Figure 1. Cell outlines without signal wires.
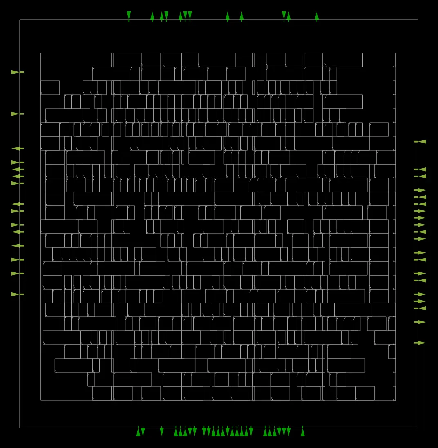
Figure 2. Routed metal, one colour a layer.
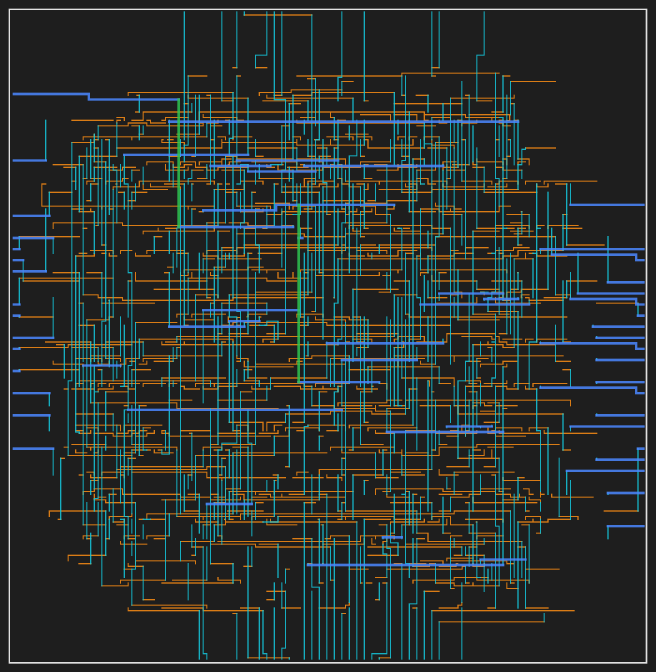
===== src/rtl/pc_gen.sv =====
// pc_gen: IF-stage program-counter generator.
// Issues fetch addresses to instruction memory and advances by STEP on acceptance.
// Handles pipeline stall, branch/jump redirect and exception redirect.
// Flags branch targets that are not STEP-aligned.
//
// Handshake: ce is the request valid and pc is the request payload.
// A request is accepted on a posedge where ce=1 and req_ready=1.
// While a request is outstanding (ce=1, req_ready=0), pc and ce hold stable.
// The one exception is a redirect: it replaces pc, and the outstanding request is abandoned.
// All outputs come from registers, so there is no combinational path from any input.
module pc_gen #(
  parameter int          ADDR_W    = 32,
  parameter int          STEP      = 4,
  parameter logic [31:0] RESET_VEC = 32'h0000_0000,
  parameter logic [31:0] EXC_VEC   = 32'h0000_0020
) (
  input  logic              clk,
  input  logic              rst,
  input  logic              stall,
  input  logic              br_valid,
  input  logic [ADDR_W-1:0] br_target,
  input  logic              exc_valid,
  input  logic              req_ready,
  output logic [ADDR_W-1:0] pc,
  output logic              ce,
  output logic              redirected,
  output logic              misalign
);

  localparam logic [ADDR_W-1:0] RESET_PC = ADDR_W'(RESET_VEC);
  localparam logic [ADDR_W-1:0] EXC_PC   = ADDR_W'(EXC_VEC);
  localparam logic [ADDR_W-1:0] STEP_INC = ADDR_W'(STEP);
  // Bits below log2(STEP). This mask is empty when STEP=1, which avoids a zero-width slice.
  localparam logic [ADDR_W-1:0] LOW_MASK = ADDR_W'(STEP - 1);

  typedef enum logic {
    BOOT = 1'b0,
    RUN  = 1'b1
  } state_e;

  // Named state register, kept visible for hierarchical checkers.
  state_e            state_q, state_d;
  logic [ADDR_W-1:0] pc_q, pc_d;
  logic              redirected_q, redirected_d;
  logic              misalign_q, misalign_d;

  // Register update with synchronous reset back to BOOT.
  always_ff @(posedge clk) begin
    if (rst) begin
      state_q      <= BOOT;
      pc_q         <= RESET_PC;
      redirected_q <= 1'b0;
      misalign_q   <= 1'b0;
    end else begin
      state_q      <= state_d;
      pc_q         <= pc_d;
      redirected_q <= redirected_d;
      misalign_q   <= misalign_d;
    end
  end

  // Next state and next pc, in priority order: exception, branch, stall, accept, hold.
  always_comb begin
    state_d      = state_q;
    pc_d         = pc_q;
    redirected_d = 1'b0;
    misalign_d   = 1'b0;
    unique case (state_q)
      BOOT: begin
        // One idle cycle with ce low. Redirects are ignored here.
        // The first fetch is RESET_PC, not RESET_PC+STEP.
        state_d = RUN;
        pc_d    = RESET_PC;
      end
      RUN: begin
        if (exc_valid) begin
          pc_d         = EXC_PC;
          redirected_d = 1'b1;
        end else if (br_valid) begin
          pc_d         = br_target & ~LOW_MASK;
          redirected_d = 1'b1;
          misalign_d   = |(br_target & LOW_MASK);
        end else if (stall) begin
          pc_d = pc_q;
        end else if (req_ready) begin
          // ce is always 1 in RUN, so acceptance only needs req_ready.
          // The addition wraps modulo 2^ADDR_W.
          pc_d = pc_q + STEP_INC;
        end else begin
          pc_d = pc_q;
        end
      end
      default: begin
        state_d = BOOT;
        pc_d    = RESET_PC;
      end
    endcase
  end

  assign pc         = pc_q;
  assign ce         = (state_q == RUN);
  assign redirected = redirected_q;
  assign misalign   = misalign_q;

endmodule


===== config.mk =====
export PLATFORM = sky130hd
export DESIGN_NAME = pc_gen
export DESIGN_NICKNAME = d
export VERILOG_FILES = /design/src/rtl/pc_gen.sv
export SDC_FILE = /design/constraint.sdc
export NUM_CORES = 1
export LEC_CHECK = 0
export ABC_AREA = 1
export CORE_AREA = 4 4 74 76
export DETAILED_ROUTE_END_ITERATION = 8
export DIE_AREA = 0 0 78 80
export MAX_ROUTING_LAYER = met4
export PLACE_DENSITY = 0.89
export SLEW_MARGIN = 0
export SYNTH_ARGS = -nofsm -noshare
export SYNTH_HDL_FRONTEND = slang
export SYNTH_SLANG_ARGS = --single-unit

===== constraint.sdc =====
create_clock -name clk -period 2.86 [get_ports clk]
set_input_delay 0.572 -clock clk [delete_from_list [all_inputs] [get_ports clk]]
set_output_delay 0.572 -clock clk [all_outputs]
set_load 0.05 [all_outputs]

==> impl_results.html <==
<!-- implementation run metrics -->
<table>
<tr><th>Metric</th><th>Value</th></tr>
<tr><th colspan="2">Status</th></tr>
<tr><td>Run status</td><td>finished, final reports clean</td></tr>
<tr><th colspan="2">Critical path</th></tr>
<tr><td>Slowest cell on crit path</td><td>sky130_fd_sc_hd__clkdlybuf4s50_1</td></tr>
<tr><td>List of cells traversed by the critical path</td><td>clkdlybuf4s50_1</td></tr>
<tr><td>Worst Path Arrival</td><td>1.65 ns</td></tr>
<tr><td>Highest fanout seen on the critical path</td><td>6</td></tr>
<tr><td>Origin of the critical flop-to-flop path</td><td>pc[17]</td></tr>
<tr><td>Endpoint of the lowest-slack register-to-register path</td><td>pc[30]</td></tr>
<tr><td>End point of the critical path</td><td>pc[7]</td></tr>
<tr><td>Path length in cells of the critical path</td><td>1</td></tr>
<tr><td>Bufs and invs on worst path</td><td>1</td></tr>
<tr><td>Worst Setup End Kind</td><td>output pin</td></tr>
<tr><td>Crit-path max cell delay</td><td>0.87 ns</td></tr>
<tr><th colspan="2">Layout</th></tr>
<tr><td>Area used by sequential logic in the layout</td><td>661 um2</td></tr>
<tr><td>Proportion of cell area occupied by registers</td><td>20.4%</td></tr>
<tr><td>Flip-flop count of the largest register after layout</td><td>30</td></tr>
<tr><td>Biggest Area Class</td><td>combinational gates</td></tr>
<tr><td>FFs &amp; Latches</td><td>33</td></tr>
<tr><td>Clock-cell share of area</td><td>3.60%</td></tr>
<tr><td>Share of final-layout standard cells stronger than drive strength 1</td><td>8.07%</td></tr>
<tr><td>Most numerous logic cells after layout</td><td>157 x sky130_fd_sc_hd__nand2_1, 70 x sky130_fd_sc_hd__clkdlybuf4s50_1, 61 x sky130_fd_sc_hd__nor2_1</td></tr>
<tr><td>Multi-input logic portion of the cell area</td><td>47.2%</td></tr>
<tr><td>Non-clock buffers, area share</td><td>22.8%</td></tr>
<tr><td>Number of antenna repair diodes</td><td>0</td></tr>
<tr><td>Count of non-CTS buffers in the layout</td><td>75</td></tr>
<tr><td>Non-clock inverter count in the final layout</td><td>29</td></tr>
<tr><td>Commonest non-fill, non-tap cell in the layout</td><td>sky130_fd_sc_hd__nand2_1</td></tr>
<tr><td>Number of clock buffers in the layout</td><td>7</td></tr>
<tr><td>Comb gate area</td><td>0.00153 mm2</td></tr>
<tr><td>Cell area after layout</td><td>0.00323 mm2</td></tr>
<tr><th colspan="2">Job</th></tr>
<tr><td>Number of maximum-capacitance constraint violations</td><td>0</td></tr>
<tr><th colspan="2">Die</th></tr>
<tr><td># Taps</td><td>67</td></tr>
<tr><td>Core footprint</td><td>0.00472 mm2</td></tr>
<tr><td>Die W</td><td>78 um</td></tr>
<tr><td>I/O Pins</td><td>73</td></tr>
<tr><td>Height of the chip</td><td>80 um</td></tr>
<tr><td>Area enclosed by the die boundary</td><td>0.00624 mm2</td></tr>
<tr><td>Core utilization before placement</td><td>50.1%</td></tr>
<tr><th colspan="2">Power and ir drop</th></tr>
<tr><td>Largest power group</td><td>sequential cells</td></tr>
<tr><td>Peak ir drop on the vdd network</td><td>0.225 mV</td></tr>
<tr><td>Proportion of power drawn by combinational gates</td><td>18.2%</td></tr>
<tr><td>Sw Ratio</td><td>27.4%</td></tr>
<tr><td>Total chip power</td><td>1170 uW</td></tr>
<tr><td>Part of the power in registers</td><td>41.9%</td></tr>
<tr><td>Sequential power</td><td>489 uW</td></tr>
<tr><td>Power attributed to combinational cells</td><td>213 uW</td></tr>
<tr><td>Reported leakage power</td><td>0.00126 uW</td></tr>
<tr><td>Total power divided by cell area</td><td>362 mW/mm2</td></tr>
<tr><td>Power drawn by the clock network</td><td>467 uW</td></tr>
<tr><td>Pint</td><td>848 uW</td></tr>
<tr><td>Switching component of the power</td><td>321 uW</td></tr>
<tr><td>Clock power share</td><td>39.9%</td></tr>
<tr><th colspan="2">Detailed routing</th></tr>
<tr><td>Vias/cell</td><td>4.95</td></tr>
<tr><td>Top metal layer carrying routed signals</td><td>met4</td></tr>
<tr><td>Met1 layer wirelength in the final routing</td><td>3100 um</td></tr>
<tr><td>Remaining routing DRC violations</td><td>0</td></tr>
<tr><td>First-pass iteration count of the detailed router</td><td>5</td></tr>
<tr><td>Met2 wirelength from detailed routing</td><td>3370 um</td></tr>
<tr><td>ANT nets after route</td><td>0</td></tr>
<tr><td>DR WL met3</td><td>519 um</td></tr>
<tr><th colspan="2">Final timing</th></tr>
<tr><td>Fmax achieved</td><td>449 MHz</td></tr>
<tr><td>Final setup vio count</td><td>0</td></tr>
<tr><td>Final worst hold slack</td><td>0.515 ns</td></tr>
<tr><td>Fin Setup TNS</td><td>0 ns</td></tr>
<tr><td>Slew at the pin closest to its max-slew limit</td><td>0.519 ns</td></tr>
<tr><td>Final critical-path share of the clock period</td><td>77.8%</td></tr>
<tr><td>Fin. max-slew vios</td><td>0</td></tr>
<tr><td>Clock skew after layout</td><td>0.00502 ns</td></tr>
<tr><td>Minimum clock period</td><td>2.23 ns</td></tr>
<tr><td>Unrepaired setup endpoints after global routing</td><td>no</td></tr>
<tr><td>Final hold violation count</td><td>0</td></tr>
<tr><td>Post-layout worst setup margin</td><td>0.634 ns</td></tr>
<tr><td>Tightest slew margin relative to the limit</td><td>65.4%</td></tr>
<tr><th colspan="2">Placement</th></tr>
<tr><td>Count of buffers from port buffering</td><td>70</td></tr>
<tr><td>Area after DPL</td><td>0.00312 mm2</td></tr>
<tr><td>Total placed cells including tap cells</td><td>530</td></tr>
<tr><td>Detailed Place HPWL</td><td>5410 um</td></tr>
<tr><td>Final estimated routing congestion in global placement</td><td>0.968</td></tr>
<tr><td>Setup Slack @ Placement</td><td>0.532 ns</td></tr>
<tr><th colspan="2">Hold path</th></tr>
<tr><td>Hold-critical path depth</td><td>2</td></tr>
<tr><td>Class of the most critical hold timing path</td><td>register to register</td></tr>
<tr><td>Hold EP</td><td>pc[31]</td></tr>
<tr><td>Launch instance of the worst min-delay path</td><td>pc[31]</td></tr>
<tr><th colspan="2">Synthesis</th></tr>
<tr><td>Simple-Gate Fraction of Synth Area</td><td>48.0%</td></tr>
<tr><td>Adder Area Share</td><td>0.529%</td></tr>
<tr><td>Number of library cell types mapped by synthesis</td><td>31</td></tr>
<tr><td>Share of Yosys cell area claimed by the top area cell type</td><td>27.9%</td></tr>
<tr><td>Share of synthesized area spent on multiplexers</td><td>0%</td></tr>
<tr><td>Yosys synthesis warning count</td><td>0</td></tr>
<tr><td>Most used DFF post-synth</td><td>sky130_fd_sc_hd__dfxtp_1</td></tr>
<tr><td>Area leader, netlist</td><td>sky130_fd_sc_hd__dfxtp_1</td></tr>
<tr><td>Register share after synthesis</td><td>27.9%</td></tr>
<tr><td>Post-synth EDFFs</td><td>0</td></tr>
<tr><td>And-or/or-and share of the synthesized area</td><td>11.2%</td></tr>
<tr><td>Mean cell area of the mapped netlist</td><td>5.91 um2</td></tr>
<tr><td>Instance tally after logic synthesis</td><td>400</td></tr>
<tr><td>Most frequent cell after synthesis</td><td>sky130_fd_sc_hd__nand2_1</td></tr>
<tr><td>Synth top cells by count</td><td>157 x sky130_fd_sc_hd__nand2_1, 61 x sky130_fd_sc_hd__nor2_1, 33 x sky130_fd_sc_hd__dfxtp_1</td></tr>
<tr><td>Share of synthesized registers carrying an async set or reset</td><td>0%</td></tr>
<tr><th colspan="2">Clock tree</th></tr>
<tr><td>Cell at the root of the clock tree</td><td>sky130_fd_sc_hd__clkbuf_8</td></tr>
<tr><td>Clock tree from TritonCTS</td><td>yes</td></tr>
<tr><td>Post-CTS clock slew at the launch and capture registers of the worst setup and hold paths</td><td>0.07 ns</td></tr>
<tr><td>Buffers inserted during post-CTS setup optimization</td><td>0</td></tr>
<tr><td>Total number of clock tree sinks</td><td>33</td></tr>
<tr><td>Max clock buf depth</td><td>2</td></tr>
<tr><td>Number of hold-repair buffers added at the cts stage</td><td>0</td></tr>
<tr><td>H-tree levels</td><td>2</td></tr>
<tr><td>Num CTS Buffers</td><td>5</td></tr>
<tr><th colspan="2">Global route</th></tr>
<tr><td>First-pass GRT wire length</td><td>11,500 um</td></tr>
<tr><td>Total overflow reported by the global router</td><td>0</td></tr>
<tr><td>Via count of the first global-routing pass</td><td>2,447</td></tr>
<tr><td>Met1 Use GR</td><td>29.2%</td></tr>
<tr><td>Highest-utilization routing layer at the global route stage</td><td>met2</td></tr>
<tr><td>Met3 Use GR</td><td>4.29%</td></tr>
</table>
Back to the opening pictures, Figure 1:
count of non-filler cells in the finished layout: 538
FP Rows: 25
total of fill cells in the finished design: 436

Back to the opening pictures, Figure 2:
Blue is M3, wire length 519 um. Orange is M1, wire length 3,100 um. Cyan is M2, wire length 3,370 um. Green is M4, wire length 37.4 um.
Via Count: 2,663
mean routed wirelength per cell: 13.1 um
combined global-route utilization of all metal layers: 23.3%
Detailed Route WL: 7020 um

Power figures rest on the tool's default switching activity, not on a simulated workload.
